[config.mk]
export PLATFORM = sky130hd
export DESIGN_NAME = ram_dp_init
export DESIGN_NICKNAME = d
export VERILOG_FILES = /design/src/rtl/ram_pkg.sv /design/src/rtl/ram_dp_core.sv /design/src/rtl/ram_dp_init.sv
export SDC_FILE = /design/constraint.sdc
export NUM_CORES = 1
export LEC_CHECK = 0
export ABC_AREA = 1
export CORE_UTILIZATION = 55
export CTS_BUF_LIST = sky130_fd_sc_hd__clkbuf_16
export DETAILED_ROUTE_END_ITERATION = 6
export PLACE_DENSITY = 0.8
export SLEW_MARGIN = 20
export SYNTH_ARGS = -nofsm -noshare
export SYNTH_HDL_FRONTEND = slang
export SYNTH_SLANG_ARGS = --single-unit
[constraint.sdc]
create_clock -name clk -period 2.16 [get_ports clk]
set_clock_uncertainty 0.1 [all_clocks]
set_input_delay 0.648 -clock clk [delete_from_list [all_inputs] [get_ports clk]]
set_output_delay 0.648 -clock clk [all_outputs]
set_load 0.1 [all_outputs]
[src/rtl/ram_pkg.sv]
// Shared types and helpers for the simple-dual-port RAM with hardware init engine.
package ram_pkg;

    typedef enum logic {ST_CLEAR, ST_IDLE} ram_state_t;

    // Reset always restarts the fill so the array never powers up undefined.
    localparam ram_state_t RST_STATE = ST_CLEAR;

    function automatic logic addr_ok(input int addr, input int depth);
        return addr < depth;
    endfunction

endpackage

[src/rtl/ram_dp_core.sv]
// Storage array with one write port and a registered read port with write-first bypass.
module ram_dp_core #(
    parameter int DATA_W = 8,
    parameter int ADDR_W = 5,
    parameter int DEPTH  = 1 << ADDR_W
) (
    input  logic              clk,
    input  logic              reset,
    input  logic              we,
    input  logic [ADDR_W-1:0] waddr,
    input  logic [DATA_W-1:0] wdata,
    input  logic              re,
    input  logic [ADDR_W-1:0] raddr,
    output logic [DATA_W-1:0] rdata
);

    logic [DATA_W-1:0] mem [DEPTH];

    // NOTE: the array has no reset so it maps onto block RAM; the init engine clears it instead.
    always_ff @(posedge clk) begin
        if (we) mem[waddr] <= wdata;
    end

    always_ff @(posedge clk) begin
        if (!reset)
            rdata <= '0;
        else if (re)
            rdata <= (we && waddr == raddr) ? wdata : mem[raddr];
    end

endmodule

[src/rtl/ram_dp_init.sv]
// Simple-dual-port RAM top: init FSM, fill pointer, port muxing and range/error checking.
module ram_dp_init
    import ram_pkg::*;
#(
    parameter int                DATA_W   = 8,
    parameter int                ADDR_W   = 5,
    parameter int                DEPTH    = 1 << ADDR_W,
    parameter logic [DATA_W-1:0] INIT_VAL = '0
) (
    input  logic              clk,
    input  logic              reset,
    input  logic              init_req,
    output logic              busy,
    input  logic              wr,
    input  logic [ADDR_W-1:0] waddr,
    input  logic [DATA_W-1:0] wdata,
    input  logic              rd,
    input  logic [ADDR_W-1:0] raddr,
    output logic [DATA_W-1:0] dout,
    output logic              dout_vld,
    output logic              err
);

    ram_state_t        state;
    logic [ADDR_W-1:0] ptr;
    logic              sel_init;
    logic [DATA_W-1:0] core_rdata;

    logic clear, w_in, r_in, wr_ok, rd_ok;
    logic              core_we;
    logic [ADDR_W-1:0] core_waddr;
    logic [DATA_W-1:0] core_wdata;

    assign clear = (state == ST_CLEAR);
    assign w_in  = addr_ok(int'(waddr), DEPTH);
    assign r_in  = addr_ok(int'(raddr), DEPTH);
    assign wr_ok = !clear && wr && w_in;
    assign rd_ok = !clear && rd && r_in;

    // The fill engine owns the write port while clearing; user writes are muxed off.
    assign core_we    = reset && (clear || wr_ok);
    assign core_waddr = clear ? ptr : waddr;
    assign core_wdata = clear ? INIT_VAL : wdata;

    ram_dp_core #(
        .DATA_W (DATA_W),
        .ADDR_W (ADDR_W),
        .DEPTH  (DEPTH)
    ) u_core (
        .clk   (clk),
        .reset (reset),
        .we    (core_we),
        .waddr (core_waddr),
        .wdata (core_wdata),
        .re    (rd_ok),
        .raddr (raddr),
        .rdata (core_rdata)
    );

    // NOTE: all state updates use non-blocking assignments so every register samples pre-edge values.
    always_ff @(posedge clk) begin
        if (!reset) begin
            state    <= RST_STATE;
            ptr      <= '0;
            dout_vld <= 1'b0;
            err      <= 1'b0;
            sel_init <= 1'b0;
        end else if (clear) begin
            dout_vld <= 1'b0;
            err      <= wr || rd;
            if (ptr == ADDR_W'(DEPTH - 1)) begin
                state <= ST_IDLE;
            end else begin
                ptr <= ptr + ADDR_W'(1);
            end
        end else begin
            dout_vld <= rd;
            err      <= (wr && !w_in) || (rd && !r_in);
            if (rd) sel_init <= !r_in;
            if (init_req) begin
                state <= ST_CLEAR;
                ptr   <= '0;
            end
        end
    end

    assign busy = clear;
    // Out-of-range reads return INIT_VAL and that value is held until the next read.
    assign dout = sel_init ? INIT_VAL : core_rdata;

endmodule

**Run 1: signal wires by layer**

(2 px per µm) Two of the layers only.
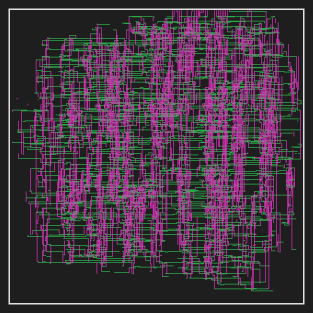
| color | layer | wire length |
|---|---|---|
| magenta | M2 | 12800 µm |
| green | M1 | 11300 µm |
drt wl/cell: 19.0 µm
routed vias: 8408

**Run 1: metal 2**

(2 px per µm)
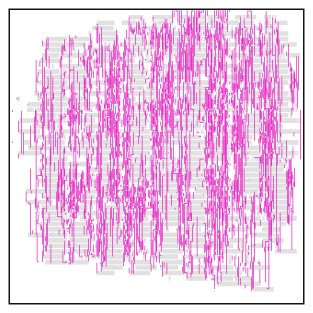
wire length on this layer: 12800 µm
nets with wire on the layer: 951
share of all routed wire: 46%
longest straight run: 59.8 µm
Post-Route WL: 28.0 mm
met2 usage: 41.6%

**Run 1: pin map**

(3 px per µm) Pins as bars across the die edge, other pins in gray.
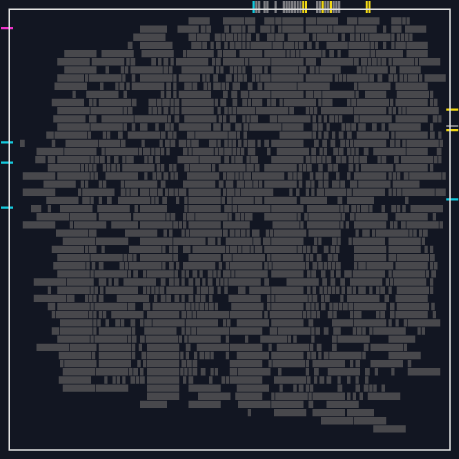
| color | port | pins | direction | edge |
|---|---|---|---|---|
| magenta | `clk` | 1 | input | left |
| cyan | `raddr` | 5 | input | 3 left, 1 top, 1 right |
| yellow | `dout` | 8 | output | 6 top, 2 right |
all pins by edge: 26 top, 4 left, 4 right

==> Slide: Implementation Results, run 1 <==
Flow Results at a Glance

Global route
  – First-pass GRT wire length: 43.8 mm
  – GR Layer Usage met3: 4.84%
  – Vias in the first global route: 8015
  – Grt peak-use layer: met2

Run status
  – Status: complete, no violations

Synthesis
  – Area leader share: 67.0%
  – And+or+nand+nor area frac: about 24%
  – Post-synth top area cell: edfxtp_1
  – Area fraction in compound gates: 1.40%
  – Yosys top cell by instances: nand2_1
  – Synth Area per Inst: 10.7 µm²
  – Mux cell area share: 0%
  – Async set-reset flop share out of synthesis: 0%

Layout
  – Layout cells sized above 1: roughly 14%
  – Flop count: 272
  – Clk cell area share: 5.74%
  – Final non-filler cell total: about 1500
  – Flip-flop count of the largest register after layout: 256
  – Antenna diodes: 0

Pwr
  – Pwr Density: between 700 and 800 nW/µm²
  – Comb pwr: 672 µW
  – Pint: 8240 µW
  – Seq. pwr: 5730 µW

STA
  – Final setup violation count: 0
  – Fin Hold WS: 0.411 ns
  – Crit path time final: 2.07 ns
  – Setup TNS: 0 ns

Clock network
  – CTS buffer count: 27
  – TritonCTS clock tree: yes
  – Post-CTS Resized: 1

Routing
  – Post-DR vias/cell: 5.72

Worst setup path
  – CP max-delay cell: dfxtp_2
  – Buffers & Inverters on Critical Path: 2

Worst hold path
  – Hold endpoint: ptr[0]$_SDFFE_PN0P_

Placement
  – DP Cell Count: 1419
==> run 2, diff against run 1 <==
--- a/config.mk
+++ b/config.mk
@@ -8,6 +8,7 @@
 export ABC_AREA = 1
 export CORE_UTILIZATION = 55
 export CTS_BUF_LIST = sky130_fd_sc_hd__clkbuf_16
+export CTS_CLUSTER_DIAMETER = 60
 export DETAILED_ROUTE_END_ITERATION = 6
 export PLACE_DENSITY = 0.8
 export SLEW_MARGIN = 20
**Run 2: cell placement**

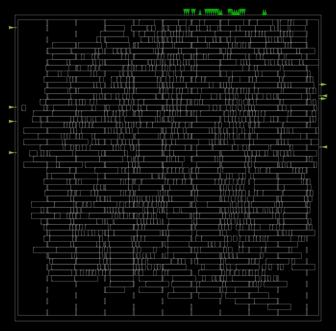
Tap Count: 270
final non-filler cell total: 1468
final core utilization: 67.6%
row count: 52
flop count: 272

**Run 2: metal 2**

(2 px per µm)
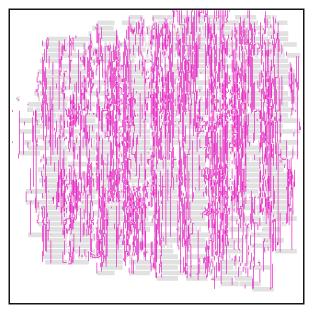
longest straight run: 71.6 µm
main direction: vertical
share of all routed wire: 47%
wire length on this layer: 13100 µm

==> Slide: Implementation Results, run 2 <==
Flow Results at a Glance

Pwr
  – Comb pwr: 672 µW
  – Seq. pwr: approximately 5700 µW
  – Pleak: 0.00559 µW
  – Pwr Density: 778 nW/µm²
  – Pint: between 8000 and 9000 µW

Placement
  – DP Cell Count: 1419

Routing
  – Routed vias: 8431
  – Drt wl/cell: 19.1 µm

Global route
  – Vias in the first global route: 7975
  – GR Layer Usage met3: 4.63%
  – Met2 usage: 42.0%
  – First-pass GRT wire length: approximately 44 mm
  – Grt ovf: 0
  – Tot GR Track Use: 27.0%
  – Grt peak-use layer: met2

Layout
  – Synthesis-to-finish area growth: 19.9%
  – Clk cell area share: 6.01%
  – Layout cells sized above 1: 13.9%
  – Antenna diodes: 0

Synthesis
  – Synth Area per Inst: 10.7 µm²
  – Post-synth top area cell: edfxtp_1
  – Post-synth design cell area: 11500 µm²
  – Yosys top cell by instances: nand2_1
  – Area leader share: 67.0%
  – Area fraction in compound gates: 1.40%
  – Async set-reset flop share out of synthesis: 0%

STA
  – Crit path time final: 2.05 ns
  – Final setup violation count: 0
  – Setup TNS: 0 ns

Worst hold path
  – Hold endpoint: ptr[0]$_SDFFE_PN0P_

Run status
  – Status: complete, no violations

Clock network
  – CTS buffer count: 27
  – TritonCTS clock tree: yes

Worst setup path
  – CP max-delay cell: dfxtp_2
Power and IR drop assume default switching activity.
